<file path="src/rtl/sd_session_controller_pkg.sv">
`default_nettype none
// ============================================================================
// Module      : sd_session_controller_pkg
// Description : State encoding shared by the SD session sequencer and the
//               board top level, which decodes the state onto LEDs.
//               No ports; provides sd_state_t and is_stable_state().
// Revision    : 1.0 - initial release
// ============================================================================
package sd_session_controller_pkg;

  typedef enum logic [3:0] {
    ST_IDLE       = 4'd0,
    ST_SUB_RST    = 4'd1,
    ST_INIT_START = 4'd2,
    ST_INIT_WAIT  = 4'd3,
    ST_READ_START = 4'd4,
    ST_READ_WAIT  = 4'd5,
    ST_DRAIN      = 4'd6,
    ST_DONE       = 4'd7,
    ST_ERROR      = 4'd8
  } sd_state_t;

  // Resting states: the only ones that accept a new start and report not-busy.
  function automatic logic is_stable_state(input logic [3:0] s);
    return (s == ST_IDLE) || (s == ST_DONE) || (s == ST_ERROR);
  endfunction

endpackage
`default_nettype wire

</file>
<file path="src/rtl/sd_session_controller_timeout.sv">
`default_nettype none
// ============================================================================
// Module      : sd_timeout_counter
// Description : Wait-state timeout counter shared by the init and read waits.
//               Counts while enabled; expired is high in the cycle where the
//               count equals limit-1, so the owner leaves the wait on the
//               limit-th cycle after entry.
// Ports       : clock, reset (async, active-low), clear, enable,
//               limit[TMO_W-1:0] in; expired out.
// Revision    : 1.0 - initial release
// ============================================================================
module sd_timeout_counter #(
  parameter int TMO_W = 16
) (
  input  logic             clock,
  input  logic             reset,
  input  logic             clear,
  input  logic             enable,
  input  logic [TMO_W-1:0] limit,
  output logic             expired
);

  logic [TMO_W-1:0] r_count;

  always_ff @(posedge clock or negedge reset) begin
    if (!reset) begin
      r_count <= '0;
    end else if (clear) begin
      r_count <= '0;
    end else if (enable) begin
      r_count <= r_count + TMO_W'(1);
    end
  end

  assign expired = enable && (r_count == (limit - TMO_W'(1)));

endmodule
`default_nettype wire

</file>
<file path="src/rtl/sd_session_controller.sv">
`default_nettype none
// ============================================================================
// Module      : sd_session_controller
// Description : Sequencer for one SD-card read session: resets and starts the
//               card initializer, waits for ready with timeout/retry, then
//               issues block_count single-block reads, draining the byte FIFO
//               after each. Also muxes MOSI/CS between the two SPI masters.
// Ports       : clock, reset (async, active-low), start, abort, block_count,
//               init_ready/init_mosi/init_cs, rd_busy/rd_mosi/rd_cs,
//               fifo_empty in; init_start, rd_start, sub_reset, cs, mosi,
//               busy, done, error, blocks_done, state out.
// Revision    : 1.0 - initial release
// ============================================================================
module sd_session_controller
  import sd_session_controller_pkg::*;
#(
  parameter int CNT_W        = 8,
  parameter int INIT_TIMEOUT = 4096,
  parameter int READ_TIMEOUT = 65535,
  parameter int MAX_RETRY    = 3,
  parameter int TMO_W        = 16
) (
  input  logic             clock,
  input  logic             reset,
  input  logic             start,
  input  logic             abort,
  input  logic [CNT_W-1:0] block_count,
  input  logic             init_ready,
  input  logic             init_mosi,
  input  logic             init_cs,
  input  logic             rd_busy,
  input  logic             rd_mosi,
  input  logic             rd_cs,
  input  logic             fifo_empty,
  output logic             init_start,
  output logic             rd_start,
  output logic             sub_reset,
  output logic             cs,
  output logic             mosi,
  output logic             busy,
  output logic             done,
  output logic             error,
  output logic [CNT_W-1:0] blocks_done,
  output logic [3:0]       state
);

  localparam int RETRY_W = $clog2(MAX_RETRY + 1);

  sd_state_t          r_state;
  logic [CNT_W-1:0]   r_count;
  logic [CNT_W-1:0]   r_blocks_done;
  logic [RETRY_W-1:0] r_retry;
  logic               r_seen_busy;

  logic               w_in_init_wait;
  logic               w_in_read_wait;
  logic [TMO_W-1:0]   w_tmo_limit;
  logic               w_expired;
  logic [RETRY_W-1:0] w_retry_nxt;
  logic [CNT_W-1:0]   w_blocks_nxt;

  assign w_in_init_wait = (r_state == ST_INIT_WAIT);
  assign w_in_read_wait = (r_state == ST_READ_WAIT);
  assign w_tmo_limit    = w_in_init_wait ? TMO_W'(INIT_TIMEOUT) : TMO_W'(READ_TIMEOUT);
  assign w_retry_nxt    = r_retry + RETRY_W'(1);
  assign w_blocks_nxt   = r_blocks_done + CNT_W'(1);

  // Held clear outside the waits, so every wait entry starts from zero.
  sd_timeout_counter #(
    .TMO_W (TMO_W)
  ) u_timeout (
    .clock   (clock),
    .reset   (reset),
    .clear   (!(w_in_init_wait || w_in_read_wait)),
    .enable  (w_in_init_wait || w_in_read_wait),
    .limit   (w_tmo_limit),
    .expired (w_expired)
  );

  always_ff @(posedge clock or negedge reset) begin
    if (!reset) begin
      r_state       <= ST_IDLE;
      r_count       <= '0;
      r_blocks_done <= '0;
      r_retry       <= '0;
      r_seen_busy   <= 1'b0;
    end else if (abort) begin
      r_state <= ST_IDLE;
    end else begin
      case (r_state)
        ST_IDLE, ST_DONE, ST_ERROR: begin
          if (start) begin
            r_count       <= block_count;
            r_blocks_done <= '0;
            r_retry       <= '0;
            r_state       <= ST_SUB_RST;
          end
        end
        ST_SUB_RST:    r_state <= ST_INIT_START;
        ST_INIT_START: r_state <= ST_INIT_WAIT;
        ST_INIT_WAIT: begin
          // Completion is checked first so a ready on the last cycle still counts.
          if (init_ready) begin
            r_state <= (r_count == '0) ? ST_DONE : ST_READ_START;
          end else if (w_expired) begin
            r_retry <= w_retry_nxt;
            r_state <= (w_retry_nxt < RETRY_W'(MAX_RETRY)) ? ST_SUB_RST : ST_ERROR;
          end
        end
        ST_READ_START: begin
          r_seen_busy <= 1'b0;
          r_state     <= ST_READ_WAIT;
        end
        ST_READ_WAIT: begin
          if (rd_busy) begin
            r_seen_busy <= 1'b1;
          end
          // A busy high-then-low edge marks the end of the block transfer.
          if (r_seen_busy && !rd_busy) begin
            r_state <= ST_DRAIN;
          end else if (w_expired) begin
            r_state <= ST_ERROR;
          end
        end
        ST_DRAIN: begin
          if (fifo_empty) begin
            r_blocks_done <= w_blocks_nxt;
            r_state       <= (w_blocks_nxt == r_count) ? ST_DONE : ST_READ_START;
          end
        end
        default: r_state <= ST_IDLE;
      endcase
    end
  end

  assign state       = r_state;
  assign blocks_done = r_blocks_done;
  assign sub_reset   = (r_state == ST_IDLE) || (r_state == ST_SUB_RST);
  assign init_start  = (r_state == ST_INIT_START);
  assign rd_start    = (r_state == ST_READ_START);
  assign busy        = !is_stable_state(r_state);
  assign done        = (r_state == ST_DONE);
  assign error       = (r_state == ST_ERROR);

  // A master owns the bus only while it is actively working; otherwise the
  // card is deselected with MOSI idling high.
  always_comb begin
    mosi = 1'b1;
    cs   = 1'b1;
    if (w_in_init_wait && !init_ready) begin
      mosi = init_mosi;
      cs   = init_cs;
    end else if (w_in_read_wait && rd_busy) begin
      mosi = rd_mosi;
      cs   = rd_cs;
    end
  end

endmodule
`default_nettype wire
</file>
<file path="config.mk">
export PLATFORM = sky130hd
export DESIGN_NAME = sd_session_controller
export DESIGN_NICKNAME = d
export VERILOG_FILES = /design/src/rtl/sd_session_controller_pkg.sv /design/src/rtl/sd_session_controller_timeout.sv /design/src/rtl/sd_session_controller.sv
export SDC_FILE = /design/constraint.sdc
export NUM_CORES = 1
export LEC_CHECK = 0
export CAP_MARGIN = 5
export CORE_MARGIN = 1
export CORE_UTILIZATION = 35
export CTS_BUF_LIST = sky130_fd_sc_hd__clkbuf_8
export DETAILED_ROUTE_END_ITERATION = 6
export DONT_BUFFER_PORTS = 1
export HOLD_SLACK_MARGIN = 0.06
export PLACE_DENSITY = 0.5
export SLEW_MARGIN = 40
export SYNTH_ARGS = -nofsm -noshare
export SYNTH_HDL_FRONTEND = slang
export SYNTH_SLANG_ARGS = --single-unit
export TNS_END_PERCENT = 1
</file>
<file path="constraint.sdc">
create_clock -name clock -period 4.1 [get_ports clock]
set_input_delay 0.41 -clock clock [delete_from_list [all_inputs] [get_ports clock]]
set_output_delay 0.41 -clock clock [all_outputs]
set_load 0.01 [all_outputs]
</file>
**Run 1: supply network**

Bar = 20 µm. Pins as bars on the die edge. Tap cells in gray.
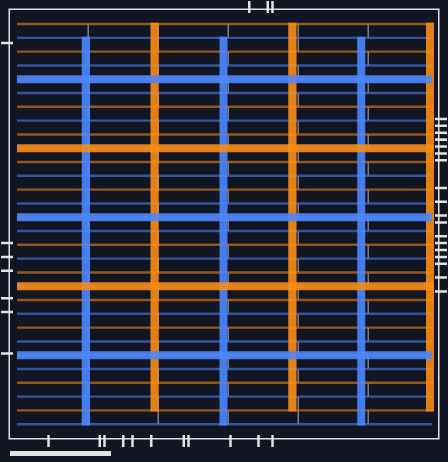
blue -> VSS
orange -> VDD
met5 straps = 5
rows = 29
signal pins = 39
tap cells = 77
Die Ht: 84.4 µm
Worst VDD drop: 0.000163 V
Core Footprint: 6460 µm²
Die W: 84.4 µm

**Run 1: cells colored by class**

Bar = 20 µm.
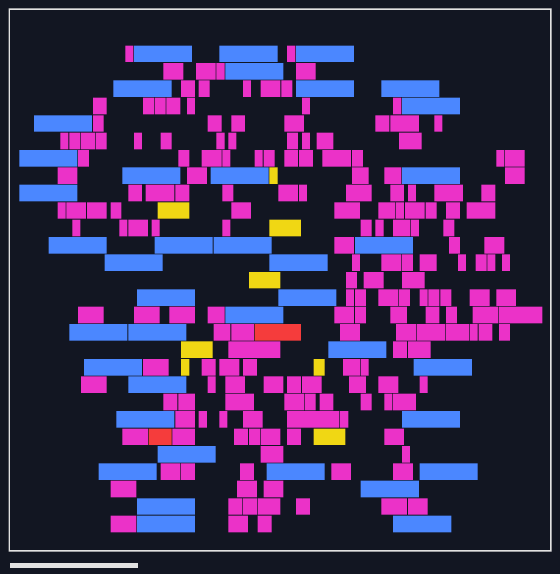
red -> remaining buffers and delay cells  # cells 2, share of their area 1.2%
blue -> sequential cells  # cells 39, share of their area 40%
magenta -> combinational and other logic  # cells 189, share of their area 55%
yellow -> clock drivers and dummy loads  # cells 8, share of their area 3.3%
final instance area: 2530 µm²
Rows: 29

**Run 1: clock network drawn from the DEF**

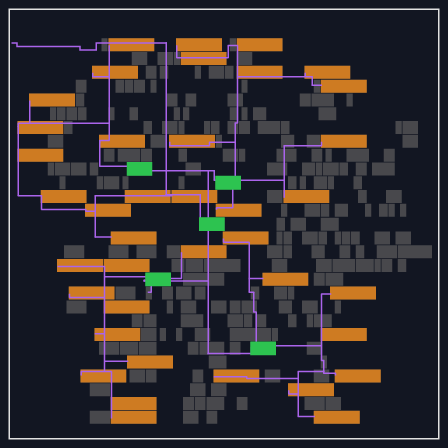
green -> clock drivers  # count 5
orange -> flip-flops  # count 39
purple -> clock wires  # length 575 µm
flops lie = widely spread
routed clock nets = 6

**Run 1: signal wires by layer**

Bar = 20 µm. Only two layers are drawn.
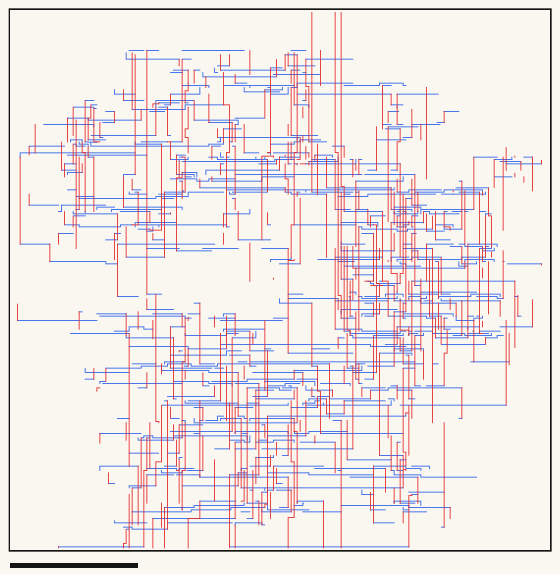
red -> metal 2  # wire length 2270 µm
blue -> metal 1  # wire length 2600 µm
vias: 1810
final wirelength: 5280 µm

## run 1: logic make-up (layout without fill, tap and decap cells)
family          Yosys count  count (layout)
compound gates           45              45
xor+xnor                 23              23
fa+ha+maj                 3               3
buf+inv                  18              18
flops                    39              39
mux                      15              15
simple gates             95              95
## run 1: synth_stat cells, types with 4 or more instances
| library cell | count |
|---|---|
| o32ai_1 | 4 |
| o21ai_0 | 8 |
| xnor2_1 | 13 |
| nor4_1 | 6 |
| or3_1 | 4 |
| a22o_1 | 4 |
| and3_1 | 7 |
| nor2_1 | 22 |
| mux2_2 | 9 |
| nand2_1 | 12 |
| buf_2 | 4 |
| a21oi_1 | 7 |
| mux2i_1 | 6 |
| nor3_1 | 6 |
| xor2_1 | 8 |
| nand3_1 | 12 |
| dfrtp_1 | 39 |
| inv_1 | 8 |
## run 1: timing repair
item                      4_1_cts  5_1_grt
resized                         0        0
hold endpoints to repair       39        0
hold buffers                    2        0
## run 1: state kept, by name, indices dropped and copies added, names as in the netlist
register           cells
r_seen_busy            1
u_timeout.r_count     16
r_retry                2
blocks_done            8
state                  4
r_count                8
## run 1: final timing paths
| kind | cells after the start | slack, ns | end |
|---|---|---|---|
| setup / recovery | 5 | 1.61 | blocks_done[0]$_DFFE_PN0P_ |
| setup reg to reg | 5 | 1.61 | blocks_done[0]$_DFFE_PN0P_ |
| hold / removal | 1 | 0.22 | state[3]$_DFFE_PN0P_ |
| hold reg to reg | 1 | 0.52 | u_timeout.r_count[0]$_DFF_PN0_ |
| min in group asynchronous | 2 | 0.61 | u_timeout.r_count[15]$_DFF_PN0_ |
| max in group asynchronous | 2 | 3.30 | blocks_done[1]$_DFFE_PN0P_ |
## run 1: power groups by stage
stage                     sequential [mW]  clock (mW)  combinational (mW)
after floorplan                     0.494           0               0.303
after global placement              0.543           0               0.306
after detailed placement            0.544           0               0.308
after CTS                           0.535       0.260               0.320
after global routing                0.550       0.272               0.352
final                               0.535       0.250               0.317
## run 1: metal layers
metal	share of wire (%)	track usage, %	vias up
met5	0	0	-
met4	1.2	4.62	0
met3	6.6	4.82	6
met2	43	24.0	47
met1	49	22.9	883
li1	-	-	874
## run 1: final cells by class
class / count / area [µm²] / area share (%)
tap: 77 / 96.3 / 3.81
multi-input combinational: 181 / 1320 / 52.0
inverter: 8 / 30.0 / 1.19
clock buffer: 5 / 68.8 / 2.72
sequential: 39 / 976 / 38.6
clock inverter: 3 / 12.5 / 0.495
timing repair buffer: 2 / 30.0 / 1.19
==> run notes, run 1 <==
flow finished, numbers: Compound Share, Synth 13.6%, DP Wirelength 3800 µm, Crit path max-delay family simple AND/OR/NAND/NOR gates, fmax 0.402 GHz, largest net degree at the start of global routing 40, Area leader share 41.1%, slew margin rel. 53.1%, min setup slack post-route 1.61 ns, Pins Over Slew Limit 0, WL/cell 16.8 µm, pre-CTS setup slack 1.57 ns, Area Growth Syn to Fin 6.48%, Warnings, synthesis 0, yosys stat cell total 238, post-synth cell types 55, Inst Count DP 305, Sw Share 34.8%, CTS buffer count 5, CP bufs+invs 0, failing checks design-rule violations, final setup violation count 0, worst-path maximum fanout 19, outcome finished, violations left, Placed Area 2410 µm², hold path start abort, Main synth FF type dfrtp_1, critical path endpoint category flip-flop, WP data arrival 2.66 ns, clock share of power 22.7%, post-layout util 39.2%, worst hold-check path type input pin to flip-flop, Tmin final 2.49 ns, max-cap violation count 0, vias per cell 5.75, fin cells 315, Net Count, Synth 260, GRT Total Usage 16.2%, count of library flops with an enable pin 0, Total Power 1.10 mW, FP Core Util 36.8%, Tcrit/Tclk final 60.7%, Post-CTS Setup Bufs 0, worst r2r src state[1]$_DFFE_PN0P_, Cell Chain, Critical Path or3_4 -> and2_4 -> nor3b_4 -> nor2_1 -> mux2_2, Post-synth seq share 41.1%, max incr delay on CP 0.60 ns, drt initial violations 69, RD Place Congestion 0.775, yosys xor share 9.64%, fillers 657, post-route ant nets 0, OpenROAD warning count 26, H-tree depth 2, Synth area leaders dfrtp_1 (41%), xnor2_1 (4.8%), mux2_2 (4.3%), drt drc 11, total congestion overflow 0, cells after synthesis 238, YS chip area 2370 µm², Final Skew 0.00739 ns, first-pass GRT wire length 9150 µm, syn avg cell area 9.98 µm², CTS Root Cell clkbuf_8, IO Pins 39, critical path launch point state[1]$_DFFE_PN0P_, Crit path required time 4.28 ns, layout cell share with drive strength beyond 1 11.8%, CTS clock-pin slew for the worst setup and hold paths 0.08 ns, post-route setup TNS 0 ns, simple share 23.4%, crit path kind flip-flop to flip-flop
**Run 1: placed standard cells**

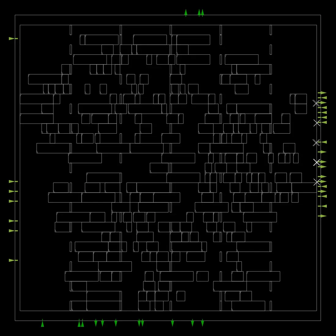

==> run 2, diff against run 1 <==
==> constraint.sdc (replaced) <==
create_clock -name clock -period 2.4 [get_ports clock]
set_input_delay 0.24 -clock clock [delete_from_list [all_inputs] [get_ports clock]]
set_output_delay 0.24 -clock clock [all_outputs]
set_load 0.01 [all_outputs]
**Run 2: placed standard cells**

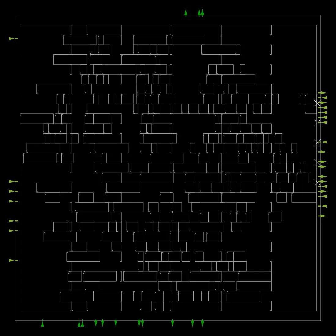
post-layout util: 40.2%
sequential cell count: 39
fillers: 659
tap cell count: 77
sequential share of cell area: 37.6%

==> run 2 against run 1 <==
Compared with the run above:
- the run still ends with design-rule violations left
- power rose by 77%
- critical path depth is 1 higher
- non-clock buffer count grew 9
- clock power rose by 79%
- core utilization up 1.1 points
- first-iteration DRC count rose by 28%
- clock skew barely moved
- fmax grew 18%
- largest cell class unchanged
- largest power group unchanged
==> run notes, run 2 <==
flow finished, numbers: Die W 84.4 µm, metal3 WL 330 µm, slew margin rel. 63.5%, post-synth cell types 55, Area Growth Syn to Fin 9.38%, worst-path maximum fanout 11, drt drc 5, CTS Root Cell clkbuf_8, Die Ht 84.4 µm, met1 WL 2600 µm, DP Wirelength 3870 µm, Crit Reg-Reg Endpoint state[0]$_DFFE_PN0P_, Rows 29, Total Power 1.95 mW, OpenROAD warning count 26, crit path kind flip-flop to flip-flop, cells after synthesis 238, drt initial violations 88, syn avg cell area 9.98 µm², R2R Setup Slk 0.30 ns, Synth top cells by count dfrtp_1 (39), nor2_1 (22), xnor2_1 (13), worst hold-check path type input pin to flip-flop, total congestion overflow 0, count of library flops with an enable pin 0, Largest register FFs 16, critical path launch point state[2]$_DFFE_PN0P_, simple share 23.4%, WL/cell 16.4 µm, Final Skew 0.00764 ns, failing checks design-rule violations, CTS clock-pin slew for the worst setup and hold paths 0.08 ns, Tmin final 2.10 ns, post-route ant nets 0, yosys xor share 9.64%, post-route setup TNS 0 ns, final setup violation count 0, GRT Total Usage 16.0%, Net Count, Synth 260, H-tree depth 2, vias 1793, Inst Count DP 313, Synth area leaders dfrtp_1 (41%), xnor2_1 (4.8%), mux2_2 (4.3%), Post-CTS Setup Bufs 0, Area leader share 41.1%, critical path endpoint category flip-flop, Pins Over Slew Limit 0, most numerous cell in the Yosys netlist dfrtp_1, Crit path required time 2.59 ns, Compound Share, Synth 13.6%, largest net degree at the start of global routing 40, Top Layer Used met4, layout cell share with drive strength beyond 1 14.2%, Main synth FF type dfrtp_1, post-synth top area cell dfrtp_1, fin cells 323, Worst VDD drop 0.000271 V, max-cap violation count 0, WP data arrival 2.29 ns, final wirelength 5300 µm, outcome finished, violations left, FP Core Util 36.8%, vias per cell 5.55, YS chip area 2370 µm², routed wl met2 2310 µm, Setup crit end state[0]$_DFFE_PN0P_, worst r2r src state[2]$_DFFE_PN0P_, RD Place Congestion 0.821, Post-synth seq share 41.1%, Core Footprint 6460 µm², Largest Register u_timeout.r_count, fmax 0.476 GHz, yosys stat cell total 238, Warnings, synthesis 0, CTS buffer count 5
**Run 2: supply network**

Bar = 20 µm. Pins as bars on the die edge. Tap cells in gray.
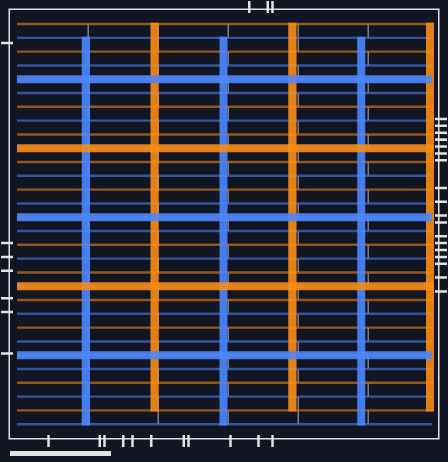
orange -> VDD
blue -> VSS
met4 straps = 6
signal pins = 39
met1 rails = 30
tap cells = 77
rows = 29

## run 2: cell count changes in the layout (fill, tap and decap cells not counted)
cell           before  now
dlygate4sd3_1       1    2
nor3_1              5    6
clkbuf_8            5    6
inv_1              10    8
buf_4               0    8
nor2_2              1    0
nor3_2              1    0
nor2_1             21   22
## run 2: report_power, final
group,leakage [nW],internal [mW],switching [mW]
logic,0.522,0.306,0.335
clock network,0.0470,0.226,0.223
registers,0.524,0.753,0.105
## run 2: cells by family (layout without fill, tap and decap cells)
group / after synthesis / after routing
AND/OR/NAND/NOR: 95 / 95
flip-flops: 39 / 39
buffers and inverters: 18 / 26
XOR/XNOR: 23 / 23
adder cells (fa/ha/maj): 3 / 3
multiplexers: 15 / 15
AND-OR/OR-AND: 45 / 45
## run 2: worst min-delay path by stage
stage,from,endpoint,slack (ns),depth (start not counted)
3_5_place_dp,reset,blocks_done[7]$_DFFE_PN0P_,-0.05,0
3_3_place_gp,reset,r_count[7]$_DFFE_PN0P_,-0.05,0
5_1_grt,block_count[1],r_count[1]$_DFFE_PN0P_,0.08,1
4_1_cts,block_count[1],r_count[1]$_DFFE_PN0P_,0.09,1
6_report,block_count[1],r_count[1]$_DFFE_PN0P_,0.10,1
2_1_floorplan,reset,blocks_done[0]$_DFFE_PN0P_,-0.06,0
## run 2: area by class of cell
cell class              instances  area (µm²)  area share (%)
flip-flops and latches         39         976            37.6
repair buffers                 11         100            3.85
inverters                       8        30.0            1.16
clock inverters                 1        5.00           0.193
well taps                      77        96.3            3.71
clock buffers                   6        82.6            3.18
multi-input cells             181        1310            50.3
## run 2: worst max-delay path: stages (launching register included)
cell and delay (ns):
dfrtp_1 0.49, buf_4 0.21, nand4bb_1 0.27, nor4_2 0.34, o21ai_0 0.20, a211o_1 0.34, o32ai_1 0.14
## run 2: what timing repair did
| item | CTS | global route |
|---|---|---|
| gates resized | 0 | 0 |
| hold buffers | 3 | 0 |
| endpoints found under the setup margin | 0 | 0 |
| hold endpoints to repair | 43 | 0 |
## run 2: per-layer routing
metal  GRT usage (%)  vias to the layer above
li1                -                      889
met1            22.7                      860
met2            23.5                       38
met3            4.72                        6
met4            4.93                        0
met5               0                        -
## run 2: per-stage QoR
stage	cell area (µm²)	setup WS [ns]	utilization [%]	hold slack, ns
finish	2600	0.301	40.2	0.103
global route	2600	0.164	40.2	0.0832
CTS	2600	0.298	40.2	0.0906
detailed placement	2470	0.316	38.2	-0.0544
global placement	2470	0.366	38.2	-0.0542
floorplan	2370	0.406	-	-0.0556
**Run 2: signal wires by layer**

Bar = 20 µm. Only two layers are drawn.
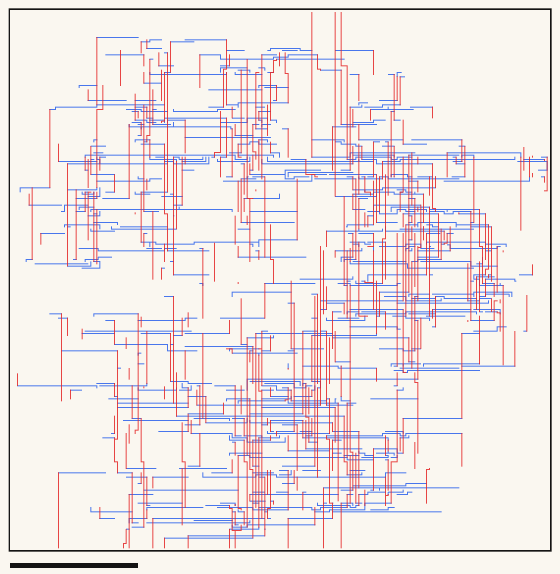

==> run 3, diff against run 2 <==
--- a/config.mk
+++ b/config.mk
@@ -12,6 +12,7 @@
 export DETAILED_ROUTE_END_ITERATION = 6
 export DONT_BUFFER_PORTS = 1
 export HOLD_SLACK_MARGIN = 0.06
+export MAX_ROUTING_LAYER = met4
 export PLACE_DENSITY = 0.5
 export SLEW_MARGIN = 40
 export SYNTH_ARGS = -nofsm -noshare
**Run 3: signal wires by layer**

Bar = 20 µm. Only two layers are drawn.
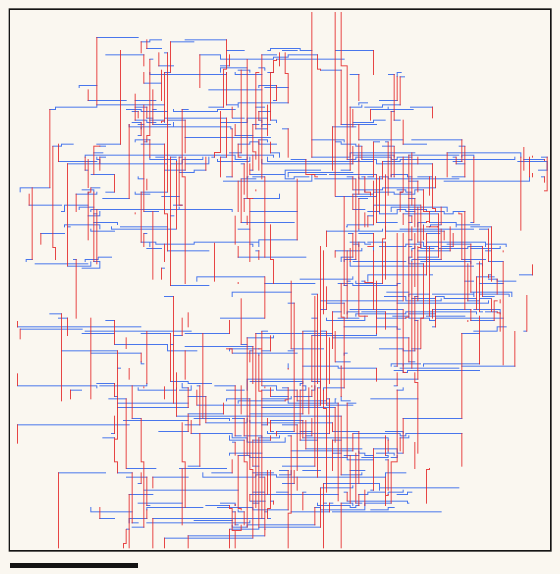
blue -> metal 1  # wire length 2630 µm
red -> metal 2  # wire length 2340 µm

==> run 3 against run 2 <==
Compared with the run above:
- the flow still finishes with violations (design-rule violations)
- synthesized area unchanged
- global-route usage increased by 0.52 points
- count of clock-buffer cells in the layout unchanged
- first-iteration DRC count increased by 8.0%
- highest routed layer unchanged
- clock skew about the same
- setup slack got worse by 0.0082 ns
- design area unchanged
- core utilization unchanged
- clock power about the same
==> run notes, run 3 <==
flow finished, numbers: outcome finished, violations left, failing checks design-rule violations, Die W 84.4 µm, post-layout util 40.2%, Worst Reg2Reg Path Length in Cells 6, WL/cell 16.5 µm, count of library flops with an enable pin 0, Tmin final 2.11 ns, critical path endpoint category flip-flop, Inst Count DP 313, yosys stat cell total 238, number of cells on the worst hold path 1, Logic area 1310 µm², WP data arrival 2.30 ns, total congestion overflow 0, R2R Setup Slk 0.29 ns, YS chip area 2370 µm², final setup violation count 0, Sink Count 39, Synth area leaders dfrtp_1 (41%), xnor2_1 (4.8%), mux2_2 (4.3%), Rows 29, most numerous logic cells after layout dfrtp_1 (39), nor2_1 (22), xnor2_1 (13), worst-path maximum fanout 11, Crit Reg-Reg Endpoint state[0]$_DFFE_PN0P_, fillers 659, synthesized area 2370 µm², RD Place Congestion 0.834, CTS clock-pin slew for the worst setup and hold paths 0.08 ns, Area Growth Syn to Fin 9.38%, Worst Tran Pin Value 0.545 ns, Leak 1.09 nW, Synth flops 39, Commonest Layout Cell dfrtp_1, post-route setup TNS 0 ns, Die Area 7120 µm², OpenROAD warning count 26, Main synth FF type dfrtp_1, register area 976 µm², fmax 0.475 GHz, Late-Pin Clk Latency 0.29 ns, Area leader share 41.1%, Total Power 1.95 mW, startpoint type of the worst setup path flip-flop, Tcrit/Tclk final 87.8%, largest net degree at the start of global routing 40, Largest register FFs 16, vias in the first global route 1806, Crit path required time 2.59 ns, IO Pins 39, worst hold slack 0.102 ns, Net Count, Synth 260, Pins Over Slew Limit 0, vias per cell 5.58, post-synth cell types 55, async set or reset register ratio after synthesis 100%, Synth top cells by count dfrtp_1 (39), nor2_1 (22), xnor2_1 (13), CTS tree yes, H-tree depth 2, clk buf depth 2, GRT Total Usage 16.5%, Post-CTS Setup Bufs 0, crit path kind flip-flop to flip-flop, layout cell share with drive strength beyond 1 14.2%, Worst VDD drop 0.000271 V, max-cap violation count 0, CTS Root Cell clkbuf_8, final hold viol count 0, vias 1802, Post-synth seq share 41.1%, Die Ht 84.4 µm, post-route ant nets 0, post-synth top area cell dfrtp_1, DP Wirelength 3870 µm, worst hold-check path type input pin to flip-flop, Final Skew 0.00750 ns, RSZ-0062 raised after global routing false, DRT Pass-1 Iters 6, CTS buffer count 5, total inserted antenna cells 0, slew margin rel. 63.3%, worst r2r src state[2]$_DFFE_PN0P_, drt initial violations 95, hold path start block_count[4], cells after synthesis 238, initial antenna violation count 0, Largest Register u_timeout.r_count, syn avg cell area 9.98 µm², Hold EP r_count[4]$_DFFE_PN0P_, Warnings, synthesis 0, PwrDens 750 nW/µm², drt drc 5, first-pass GRT wire length 9090 µm, FP Core Util 36.8%, Nets 268, final wirelength 5320 µm, Port Buffer Count 0, most numerous cell in the Yosys netlist dfrtp_1, Core Footprint 6460 µm²
**Run 3: placed standard cells**

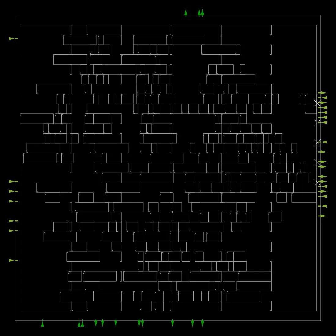
fin cells: 323

[run 3: power breakdown]
part / total [mW] / internal, mW / switching (mW)
Combinational: 0.640 / 0.306 / 0.334
Clock: 0.449 / 0.226 / 0.223
Sequential: 0.858 / 0.753 / 0.105
Total: 1.95 / 1.28 / 0.663
[run 3: area by class of cell]
| cell class | count | area share (%) |
|---|---|---|
| flip-flops and latches | 39 | 37.6 |
| repair buffers | 11 | 3.85 |
| multi-input cells | 181 | 50.3 |
| well taps | 77 | 3.71 |
| clock inverters | 1 | 0.193 |
| inverters | 8 | 1.16 |
| clock buffers | 6 | 3.18 |
[run 3: metal layers]
| metal | routed length (µm) | track usage, % |
|---|---|---|
| met5 | 0 | - |
| met4 | 57 | 4.93 |
| met1 | 2630 | 23.1 |
| met3 | 291 | 4.23 |
| met2 | 2340 | 23.5 |
[run 3: critical path: stages, from the launching register on]
cell,delay [ns]
dfrtp_1,0.50
buf_4,0.21
nand4bb_1,0.27
nor4_2,0.34
o21ai_0,0.20
a211o_1,0.34
o32ai_1,0.14
[run 3: cells by family (layout without fill, tap and decap cells)]
family	Yosys count	after routing	synth area share (%)
mux	15	15	6.80
simple gates	95	95	23.4
xor+xnor	23	23	9.64
fa+ha+maj	3	3	1.58
flops	39	39	41.1
buf+inv	18	26	3.85
compound gates	45	45	13.6
[run 3: repair_timing]
| item | in CTS | in global routing |
|---|---|---|
| hold buffers | 3 | 0 |
| endpoints found under the hold margin | 43 | 0 |
| gates resized | 0 | 0 |
[run 3: how the worst max path moves through the flow]
stage | startpoint | end | cells past startpoint | slack [ns]
detailed placement | state[2]$_DFFE_PN0P_ | state[3]$_DFFE_PN0P_ | 6 | 0.32
finish | state[2]$_DFFE_PN0P_ | state[0]$_DFFE_PN0P_ | 6 | 0.29
global route | state[2]$_DFFE_PN0P_ | state[0]$_DFFE_PN0P_ | 6 | 0.16
global placement | state[2]$_DFFE_PN0P_ | state[3]$_DFFE_PN0P_ | 6 | 0.37
CTS | state[2]$_DFFE_PN0P_ | state[3]$_DFFE_PN0P_ | 6 | 0.30
floorplan | state[1]$_DFFE_PN0P_ | r_count[1]$_DFFE_PN0P_ | 6 | 0.41
[run 3: stage by stage]
| step | instance area [µm²] | worst slack, ns |
|---|---|---|
| floorplan | 2370 | 0.406 |
| global placement | 2470 | 0.366 |
| detailed placement | 2470 | 0.316 |
| CTS | 2600 | 0.298 |
| global route | 2600 | 0.164 |
| finish | 2600 | 0.293 |
Power and IR drop assume default switching activity.
